==> config.mk <==
export PLATFORM = sky130hd
export DESIGN_NAME = stall_ctrl
export DESIGN_NICKNAME = d
export VERILOG_FILES = /design/src/rtl/stall_ctrl_pkg.sv /design/src/rtl/stall_ctrl_sat_counter.sv /design/src/rtl/stall_ctrl.sv
export SDC_FILE = /design/constraint.sdc
export NUM_CORES = 1
export LEC_CHECK = 0
export ABC_AREA = 0
export CORE_ASPECT_RATIO = 1.1
export CORE_UTILIZATION = 47
export CTS_CLUSTER_DIAMETER = 50
export DETAILED_ROUTE_END_ITERATION = 10
export PLACE_DENSITY_LB_ADDON = 0.25
export SLEW_MARGIN = 10
export SYNTH_ARGS = -nofsm -noshare
export SYNTH_HDL_FRONTEND = slang
export SYNTH_SLANG_ARGS = --single-unit
==> constraint.sdc <==
create_clock -name clk_i -period 2.4 [get_ports clk_i]
set_clock_uncertainty 0.05 [all_clocks]
set_input_delay 0.48 -clock clk_i [delete_from_list [all_inputs] [get_ports clk_i]]
set_output_delay 0.48 -clock clk_i [all_outputs]
set_load 0.02 [all_outputs]
Figure 1. Floorplan with the power grid.
Pins as bars on the die edge.
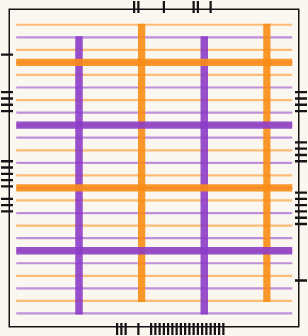
[purple] VSS
[orange] VDD
met4 straps: 4
met5 straps: 4
rows: 23
die height: 68.48 µm
die width: 62.43 µm

Figure 2. Placement by cell class.
The bar under the picture is 20 µm long.
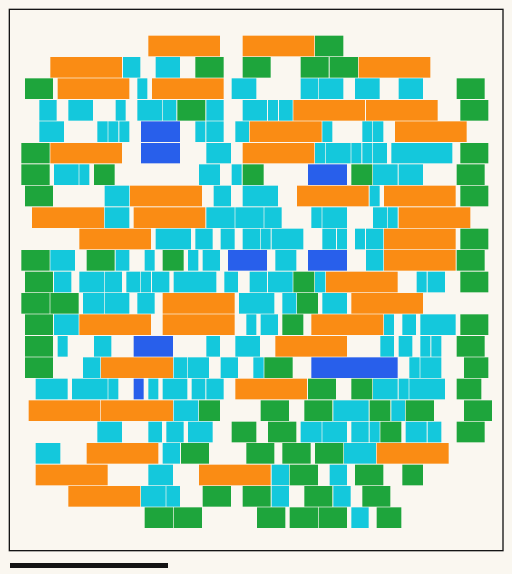
[cyan] all other logic | cells: 143 | share of their area: 36%
[green] other buffers and delay cells | cells: 67 | share of their area: 24%
[orange] flip-flops | cells: 37 | share of their area: 35%
[blue] clock drivers and dummy loads | cells: 8 | share of their area: 4.4%
share of the core filled with cells: 72.11%
row count: 23
sequential share of cell area: 34.32%
Non-Filler Cell Area, Final: 2698 µm²

==> run notes <==
Results of the flow run.

Sequential elements use between 40% and 50% of the synthesized area. The pre-CTS setup slack stands at -0.2556 ns. The number of buffers added by the clock tree synthesis step stands at 5. For the pin with the worst max-slew slack, the measured transition is about 0.46 ns. The biggest fanout along the worst timing path stands at 5. The area taken by flip-flops and latches stands at about 900 µm². The endpoint arrival time on the critical path stands at 1.79 ns. The top-level I/O count stands at between 50 and 60. The routed layout has 1,629 vias. The core region is 3741 µm².

By count the netlist is led by sky130_fd_sc_hd__dfrtp_1 (37), sky130_fd_sc_hd__xnor2_1 (19), sky130_fd_sc_hd__nand2_1 (16). Per the summary, power density relative to cell area is 540.3 nW/µm². The mapped netlist covers between 1500 and 2000 µm². The area added between synthesis and finish stands at 42.88%. The floorplan step records an initial core utilization of about half. Looking at the clock tree report, the root buffer type is sky130_fd_sc_hd__clkbuf_8. TritonRoute reported its final design rule violation total as 0. The main area contributors are sky130_fd_sc_hd__dfrtp_1 (49%), sky130_fd_sc_hd__xnor2_1 (8.8%), sky130_fd_sc_hd__xor2_1 (5.1%). The synthesis stat section lists a flop and latch total of 37.

The aggregate global routing overflow stands at 0. After synthesis, the design contains about 180 cells according to Yosys. The run finished with clean final reports. The path class of the tightest hold or removal check is reg -> reg. Across the run, the number of max-cap violations was 0. Setup repair after global routing left no endpoint under its margin. The wire length of the first global-routing pass stands at between 7000 and 8000 µm. The count of nets left with antenna violations after detail routing stands at 0. The post-synth count of flops with an enable pin is 0. The share of the cycle needed by the critical path after routing stands at between 90% and 100%. The number of warning messages in the logs stands at 26. The shortest period the worst path allows stands at roughly 2.3 ns.

The peak clock frequency supported by timing stands at between 400 and 500 MHz. The final wirelength stands at roughly 4200 µm. Buffers inserted to repair hold after CTS numbered 0. The finished layout holds a little over 300 standard cells, fillers aside. The overall fraction of global-route tracks in use stands at a little over a fifth. The clock-pin slew on the worst setup and hold paths stands at approximately 0.07 ns.

The proportion of layout cells with a drive suffix above 1 stands at around an eighth. The final layout net count stands at about 270. The clock tree synthesis step divided the H-tree into 2 levels. The final count of hold timing violations stands at 0. For this run, the leading register cell type out of synthesis is sky130_fd_sc_hd__dfrtp_1. TritonCTS built the clock tree. Per STA, the worst path is made up of clkdlybuf4s50_1 -> and3b_1 -> and3_4 -> and2_1 -> dlygate4sd2_1.

The cell count of the worst hold path stands at 1. The worst setup path is launched from an input pin. The delay contributed by the slowest stage of the critical path stands at 0.49 ns.
report_power, final:
group          switching (mW)  total [mW]  leakage, nW  internal [mW]
sequential             0.0477       0.701        0.495          0.653
clock                   0.208       0.547       0.0585          0.339
combinational           0.101       0.210        0.624          0.108
total                   0.357        1.46         1.18           1.10
per-stage QoR:
stage                     hold slack (ns)  util (%)  instance area (µm²)  total power [mW]  TNS [ns]
after floorplan                    0.1344         -                 1888            0.7992         0
after global placement             0.4045     68.86                 2576            0.9208    -1.461
after detailed placement           0.4114     68.86                 2576            0.9209    -1.606
after CTS                          0.4370     71.71                 2683             1.466         0
after global routing               0.4598     72.11                 2698             1.514         0
final                              0.4301     72.11                 2698             1.458         0
worst reg2reg max path, stage by stage, from the launching register on:
cell and delay [ns]:
sky130_fd_sc_hd__dfrtp_1 0.43, sky130_fd_sc_hd__ha_1 0.24, sky130_fd_sc_hd__nand2_1 0.15, sky130_fd_sc_hd__or4_1 0.49, sky130_fd_sc_hd__o2111ai_1 0.30, sky130_fd_sc_hd__nor3_1 0.11, sky130_fd_sc_hd__xor2_1 0.15
kinds of logic after synthesis:
logic type	count (synthesis)	synth area share, %
compound gates	13	5.633
xor+xnor	30	13.92
fa+ha+maj	3	1.988
buf+inv	8	1.988
flops	37	49.04
mux	1	0.5964
simple gates	90	26.84
placed cells by master, fill, tap and decap left out, types with 4 or more instances in the layout:
cell type                          n
sky130_fd_sc_hd__nor4_1            5
sky130_fd_sc_hd__clkbuf_8          6
sky130_fd_sc_hd__nor2_1           15
sky130_fd_sc_hd__buf_4            12
sky130_fd_sc_hd__clkdlybuf4s15_1   4
sky130_fd_sc_hd__clkdlybuf4s50_1  47
sky130_fd_sc_hd__and2_1            5
sky130_fd_sc_hd__dlygate4sd2_1     4
sky130_fd_sc_hd__xor2_1           11
sky130_fd_sc_hd__nand4_1          14
sky130_fd_sc_hd__nor3_1            6
sky130_fd_sc_hd__dfrtp_1          37
sky130_fd_sc_hd__a21oi_1           4
sky130_fd_sc_hd__nand3_1          10
sky130_fd_sc_hd__nand2_1          16
sky130_fd_sc_hd__inv_1             6
sky130_fd_sc_hd__xnor2_1          19
per-layer routing:
layer,GRT usage (%),wire [µm],up-vias,part of all wire [%]
met1,27.88,1941,779,46
li1,-,-,794,-
met5,0,0,-,0
met3,3.667,201,6,4.7
met2,37.77,2047,50,48
met4,6.977,51,0,1.2
what timing repair did:
item	CTS	global route
hold endpoints to repair	0	0
setup endpoints to repair	8	5
resized	8	6
cell type report:
cell class	instances	area share (%)
multi-input cells	137	34.65
flip-flops and latches	37	34.32
repair buffers	67	23.56
clock buffers	7	3.200
well taps	50	2.319
clock inverters	1	1.113
inverters	6	0.8349
Power and IR drop assume default switching activity.
